===== src/rtl/lc3_pc_pkg.sv =====
// Shared encodings for the PC sequencer slice:
// next-PC source select values and the default reset vector.
package lc3_pc_pkg;

  typedef enum logic [1:0] {
    PCSEL_INC = 2'd0,
    PCSEL_OFS = 2'd1,
    PCSEL_REG = 2'd2,
    PCSEL_VEC = 2'd3
  } pc_sel_e;

  localparam logic [15:0] DEF_RESET_VEC = 16'h3000;

endpackage


===== src/rtl/pc_seq_if.sv =====
// Control/status bundle between the core and the PC sequencer.
// Master drives stall/load/select/stack controls; slave returns pc, pc_plus1 and stack status.
interface pc_seq_if
  import lc3_pc_pkg::*;
#(
  parameter int PC_W      = 16,
  parameter int RAS_DEPTH = 4
);
  localparam int CNT_W = $clog2(RAS_DEPTH + 1);

  logic             stall;
  logic             ld_pc;
  pc_sel_e          pc_sel;
  logic [PC_W-1:0]  offset;
  logic [PC_W-1:0]  reg_val;
  logic [7:0]       vec_addr;
  logic             push;
  logic             pop;
  logic             clr_flags;

  logic [PC_W-1:0]  pc;
  logic [PC_W-1:0]  pc_plus1;
  logic [PC_W-1:0]  ras_top;
  logic [CNT_W-1:0] ras_count;
  logic             ras_ovf;
  logic             ras_unf;

  modport master (
    output stall, ld_pc, pc_sel, offset, reg_val, vec_addr,
    output push, pop, clr_flags,
    input  pc, pc_plus1, ras_top, ras_count, ras_ovf, ras_unf
  );

  modport slave (
    input  stall, ld_pc, pc_sel, offset, reg_val, vec_addr,
    input  push, pop, clr_flags,
    output pc, pc_plus1, ras_top, ras_count, ras_ovf, ras_unf
  );

endinterface


===== src/rtl/pc_ras.sv =====
// Circular return-address stack with count and sticky overflow/underflow flags.
// Ports: clk, reset, en, push, pop, clr_flags, din -> top, count, ovf, unf.
module pc_ras #(
  parameter int W     = 16,
  parameter int DEPTH = 4,
  localparam int PW   = $clog2(DEPTH),
  localparam int CW   = $clog2(DEPTH + 1)
) (
  input  logic          clk,
  input  logic          reset,
  input  logic          en,
  input  logic          push,
  input  logic          pop,
  input  logic          clr_flags,
  input  logic [W-1:0]  din,
  output logic [W-1:0]  top,
  output logic [CW-1:0] count,
  output logic          ovf,
  output logic          unf
);

  logic [W-1:0]  mem [DEPTH];
  logic [PW-1:0] ptr;
  logic          empty;
  logic          full;
  logic          wr_new;
  logic          wr_top;
  logic          rm;
  logic          ovf_evt;
  logic          unf_evt;
  logic [PW-1:0] wr_idx;

  assign empty = (count == '0);
  assign full  = (count == CW'(DEPTH));

  // push+pop on a non-empty stack rewrites the top in place;
  // on an empty stack it degrades to a plain push.
  always_comb begin
    wr_new  = en & push & (~pop | empty);
    wr_top  = en & push & pop & ~empty;
    rm      = en & pop & ~push & ~empty;
    ovf_evt = en & push & ~pop & full;
    unf_evt = en & pop & empty;
    wr_idx  = wr_top ? ptr : ptr + PW'(1);
  end

  // storage needs no reset: count gates visibility
  always_ff @(posedge clk) begin
    if (wr_new | wr_top)
      mem[wr_idx] <= din;
  end

  always_ff @(posedge clk or posedge reset) begin
    if (reset) begin
      ptr   <= '0;
      count <= '0;
      ovf   <= 1'b0;
      unf   <= 1'b0;
    end else if (en) begin
      if (wr_new) begin
        ptr <= ptr + PW'(1);
        if (!full)
          count <= count + CW'(1);
      end else if (rm) begin
        ptr   <= ptr - PW'(1);
        count <= count - CW'(1);
      end
      ovf <= (ovf & ~clr_flags) | ovf_evt;
      unf <= (unf & ~clr_flags) | unf_evt;
    end
  end

  assign top = empty ? '0 : mem[ptr];

endmodule


===== src/rtl/pc_seq.sv =====
// Program counter sequencer with registered pc/pc_plus1 and a return stack.
// Ports: clk, reset (async, active-high), bus (pc_seq_if.slave).
module pc_seq
  import lc3_pc_pkg::*;
#(
  parameter int              PC_W      = 16,
  parameter logic [PC_W-1:0] RESET_VEC = PC_W'(DEF_RESET_VEC),
  parameter bit              AUTO_INC  = 1'b1,
  parameter int              RAS_DEPTH = 4
) (
  input  logic   clk,
  input  logic   reset,
  pc_seq_if.slave bus
);

  localparam int CNT_W = $clog2(RAS_DEPTH + 1);

  logic [PC_W-1:0]  pc_q;
  logic [PC_W-1:0]  pc1_q;
  logic [PC_W-1:0]  pc_n;
  logic [PC_W-1:0]  top;
  logic [CNT_W-1:0] count;
  logic             ovf;
  logic             unf;
  logic             en;

  assign en = ~bus.stall;

  // pc_plus1 is kept as a register so offset targets
  // only need one adder after the pc flop.
  always_comb begin
    pc_n = AUTO_INC ? pc1_q : pc_q;
    if (bus.ld_pc) begin
      unique case (bus.pc_sel)
        PCSEL_INC: pc_n = pc1_q;
        PCSEL_OFS: pc_n = pc1_q + bus.offset;
        PCSEL_REG: pc_n = bus.reg_val;
        PCSEL_VEC: pc_n = PC_W'(bus.vec_addr);
        default:   pc_n = pc1_q;
      endcase
    end
  end

  always_ff @(posedge clk or posedge reset) begin
    if (reset) begin
      pc_q  <= RESET_VEC;
      pc1_q <= RESET_VEC + PC_W'(1);
    end else if (en) begin
      pc_q  <= pc_n;
      pc1_q <= pc_n + PC_W'(1);
    end
  end

  pc_ras #(
    .W     (PC_W),
    .DEPTH (RAS_DEPTH)
  ) u_ras (
    .clk       (clk),
    .reset     (reset),
    .en        (en),
    .push      (bus.push),
    .pop       (bus.pop),
    .clr_flags (bus.clr_flags),
    .din       (pc1_q),
    .top       (top),
    .count     (count),
    .ovf       (ovf),
    .unf       (unf)
  );

  assign bus.pc        = pc_q;
  assign bus.pc_plus1  = pc1_q;
  assign bus.ras_top   = top;
  assign bus.ras_count = count;
  assign bus.ras_ovf   = ovf;
  assign bus.ras_unf   = unf;

endmodule

===== src/flat_wrapper.sv =====
// flat-port wrapper written by rule: the top's interface ports become plain ports
module pc_seq_flat import lc3_pc_pkg::*;
#(
  parameter int              PC_W      = 16,
  parameter logic [PC_W-1:0] RESET_VEC = PC_W'(DEF_RESET_VEC),
  parameter bit              AUTO_INC  = 1'b1,
  parameter int              RAS_DEPTH = 4
)
  (clk, reset, bus_stall, bus_ld_pc, bus_pc_sel, bus_offset, bus_reg_val, bus_vec_addr, bus_push, bus_pop, bus_clr_flags, bus_pc, bus_pc_plus1, bus_ras_top, bus_ras_count, bus_ras_ovf, bus_ras_unf);
  pc_seq_if #(.PC_W(PC_W), .RAS_DEPTH(RAS_DEPTH)) bus_i ();
  input  logic clk;
  input  logic reset;
  input wire logic [$bits(bus_i.stall)-1:0] bus_stall;
  input wire logic [$bits(bus_i.ld_pc)-1:0] bus_ld_pc;
  input wire logic [$bits(bus_i.pc_sel)-1:0] bus_pc_sel;
  input wire logic [$bits(bus_i.offset)-1:0] bus_offset;
  input wire logic [$bits(bus_i.reg_val)-1:0] bus_reg_val;
  input wire logic [$bits(bus_i.vec_addr)-1:0] bus_vec_addr;
  input wire logic [$bits(bus_i.push)-1:0] bus_push;
  input wire logic [$bits(bus_i.pop)-1:0] bus_pop;
  input wire logic [$bits(bus_i.clr_flags)-1:0] bus_clr_flags;
  output wire logic [$bits(bus_i.pc)-1:0] bus_pc;
  output wire logic [$bits(bus_i.pc_plus1)-1:0] bus_pc_plus1;
  output wire logic [$bits(bus_i.ras_top)-1:0] bus_ras_top;
  output wire logic [$bits(bus_i.ras_count)-1:0] bus_ras_count;
  output wire logic [$bits(bus_i.ras_ovf)-1:0] bus_ras_ovf;
  output wire logic [$bits(bus_i.ras_unf)-1:0] bus_ras_unf;
  assign bus_i.stall = bus_stall;
  assign bus_i.ld_pc = bus_ld_pc;
  assign bus_i.pc_sel = bus_pc_sel;
  assign bus_i.offset = bus_offset;
  assign bus_i.reg_val = bus_reg_val;
  assign bus_i.vec_addr = bus_vec_addr;
  assign bus_i.push = bus_push;
  assign bus_i.pop = bus_pop;
  assign bus_i.clr_flags = bus_clr_flags;
  assign bus_pc = bus_i.pc;
  assign bus_pc_plus1 = bus_i.pc_plus1;
  assign bus_ras_top = bus_i.ras_top;
  assign bus_ras_count = bus_i.ras_count;
  assign bus_ras_ovf = bus_i.ras_ovf;
  assign bus_ras_unf = bus_i.ras_unf;
  pc_seq #(.PC_W(PC_W), .RESET_VEC(RESET_VEC), .AUTO_INC(AUTO_INC), .RAS_DEPTH(RAS_DEPTH)) u_core (.clk(clk), .reset(reset), .bus(bus_i));
endmodule

===== config.mk =====
export PLATFORM = sky130hd
export DESIGN_NAME = pc_seq_flat
export DESIGN_NICKNAME = d
export VERILOG_FILES = /design/src/rtl/lc3_pc_pkg.sv /design/src/rtl/pc_seq_if.sv /design/src/rtl/pc_ras.sv /design/src/rtl/pc_seq.sv /design/src/flat_wrapper.sv
export SDC_FILE = /design/constraint.sdc
export NUM_CORES = 1
export LEC_CHECK = 0
export ABC_CLOCK_PERIOD_IN_PS = 4000
export CORE_MARGIN = 4
export CORE_UTILIZATION = 41
export CTS_CLUSTER_DIAMETER = 60
export DETAILED_ROUTE_END_ITERATION = 6
export DONT_BUFFER_PORTS = 1
export GPL_TIMING_DRIVEN = 1
export HOLD_SLACK_MARGIN = 0.15
export REMOVE_ABC_BUFFERS = 1
export SETUP_SLACK_MARGIN = 0.15
export SYNTH_ARGS = -nofsm -noshare
export SYNTH_HDL_FRONTEND = slang
export SYNTH_HIERARCHICAL = 1
export SYNTH_SLANG_ARGS = --single-unit

===== constraint.sdc =====
create_clock -name clk -period 4 [get_ports clk]
set_input_delay 0.8 -clock clk [delete_from_list [all_inputs] [get_ports clk]]
set_output_delay 0.8 -clock clk [all_outputs]
set_load 0.03 [all_outputs]

Fig. 1: register map, names as in the netlist
Other sequential cells in the stronger grey, the rest of the logic in the fainter grey.
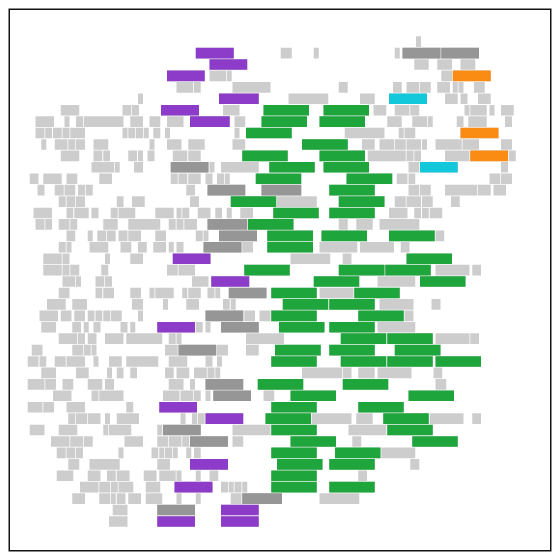
[u_core/bus.pc] purple | sequential cells: 16
[u_core/u_ras/mem] green | sequential cells: 64
[u_core/u_ras/count] orange | sequential cells: 3
[u_core/u_ras/ptr] cyan | sequential cells: 2
not coloured: 18

Fig. 2: the metal 3 layer
Bar = 50 um.
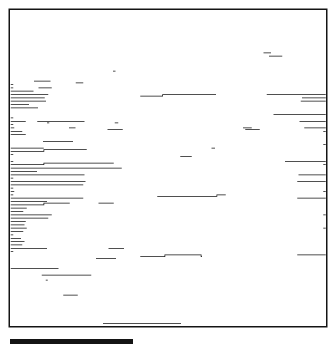
share of all routed wire: 6.7%
nets with wire on the layer: 81
Total Wirelength: 13.4 mm
grt met3 use: 0.0511
vias after detailed routing: 3890

==> run_results.csv <==
group,metric,value,unit
outcome,status,"complete, no violations",
logic_synthesis,xor_share,0.0309,
cells_and_area,antenna_cells,0,
clock_tree,htreeDepth,3,
floorplanning,die_h,129,um
clock_tree,root_buffer,"clkbuf_16",
timing,max-slew-margin-rel,0.374,
route,ant_nets,0,
cells_and_area,final_cell_mix,"edfxtp_1, nand2_1, dfrtp_1, a21oi_1, nor2b_1",
critical_path,r2r_slack,0.75,ns
route,drtIter0Drc,286,
critical_path,r2r_cells,11,
clock_tree,hold_buffers,0,
logic_synthesis,synth_chip_area,0.00596,mm2
timing,slew_violations,0,
clock_tree,clkLatencyLatePin,0.34,ns
critical_path,cp_max_fo,8,
place,place_congestion,0.918,
timing,rsz0062_at_grt,"false",
clock_tree,cts_tree,"built",
logic_synthesis,ys.warnings.count,6,
cells_and_area,area.growth.synth_to_final,7.72,%
clock_tree,clkTransAtPathRegs,0.07,ns
logic_synthesis,yosys.area.top_type,"edfxtp_1",
critical_path,endpoint_kind,"flop",
grt,grtUsageMet2,0.259,
timing,layout_setup_ws,0.751,ns
grt,grt_pass1_wl,21.4,mm
logic_synthesis,ys_top_logic_family,"AND-OR/OR-AND gates",
grt,antenna_found_initial,0,
floorplanning,boundaryPins,102,
logic_synthesis,yosysUniqueCellTypes,83,
grt,grt_max_degree,38,
grt,top_usage_layer,"met2",
route,routedWlPerCell,20.0,um
cells in the mapped netlist (9+ instances only):
library cell	number
a21oi_1	33
buf_2	9
dfrtp_1	34
edfxtp_1	64
ha_1	17
mux2_2	12
mux2i_1	12
nand2_1	40
nand3_1	10
nor2_1	16
nor2b_1	22
o21ai_0	20
xnor2_1	11
xor2_1	10
critical path, stage by stage (launching register included):
cell      delay (ns)
dfstp_2         0.72
ha_1            0.27
fa_1            0.22
a21o_1          0.15
nand4_1         0.24
a31o_2          0.31
a211oi_1        0.35
a211oi_2        0.09
xnor2_1         0.18
a221oi_4        0.37
xnor2_1         0.16
o21ai_1         0.07
registers in the layout, summed over array words and instances (netlist names):
register             count
u_core/u_ras/ptr         2
u_core/bus.pc           16
u_core/bus.pc_plus1     16
u_core/u_ras/count       3
u_core/u_ras/mem        64
u_core/u_ras/unf         1
u_core/u_ras/ovf         1
how the worst max path moves through the flow:
stage / startpoint / to / slack (ns)
3_5_place_dp: bus_offset[0] / u_core/bus.pc_plus1[14] / 0.65
3_3_place_gp: bus_offset[0] / u_core/bus.pc_plus1[14] / 0.75
6_report: u_core/bus.pc_plus1[0] / u_core/bus.pc_plus1[14] / 0.75
5_1_grt: u_core/bus.pc_plus1[0] / u_core/bus.pc_plus1[15] / 0.61
2_1_floorplan: bus_stall / u_core/u_ras/mem[3][0] / 0.74
4_1_cts: u_core/u_ras/ptr[0] / bus_ras_top[10] / 0.73
per-layer routing:
metal | wire length, um | up-vias
met5 | 0 | -
met4 | 199 | 0
met3 | 893 | 10
met2 | 6180 | 111
met1 | 6150 | 1895
li1 | - | 1874
kinds of logic (layout without fill, tap and decap cells):
logic type | after synthesis | count (layout)
buffers and inverters | 35 | 39
and+or+nand+nor | 144 | 144
DFF | 103 | 103
muxes | 40 | 40
AOI/OAI and AO/OA | 125 | 125
adders and majority gates | 18 | 18
xor gates and xnor gates | 21 | 21
report_power, final:
group / total [uW] / switching, uW / internal, uW
clock: 848 / 405 / 443
combinational: 1650 / 997 / 651
sequential: 1890 / 481 / 1410
total: 4380 / 1880 / 2500
final cells by class:
type | instances | area share
multi-input cells | 348 | 0.445
inverters | 8 | 0.00468
clock inverters | 7 | 0.0107
well taps | 180 | 0.0351
clock buffers | 9 | 0.0351
repair buffers | 15 | 0.0175
flip-flops and latches | 103 | 0.452
through the flow:
step | hold WS, ns | power, uW | cells | cell area, um2
after floorplan | 0.553 | 3140 | 459 | 5780
after global placement | 0.591 | 3550 | 654 | 6130
after detailed placement | 0.602 | 3580 | 654 | 6130
after CTS | 0.275 | 4440 | 670 | 6420
after global routing | 0.279 | 4640 | 670 | 6420
final | 0.272 | 4380 | 670 | 6420
Power and IR drop assume default switching activity.
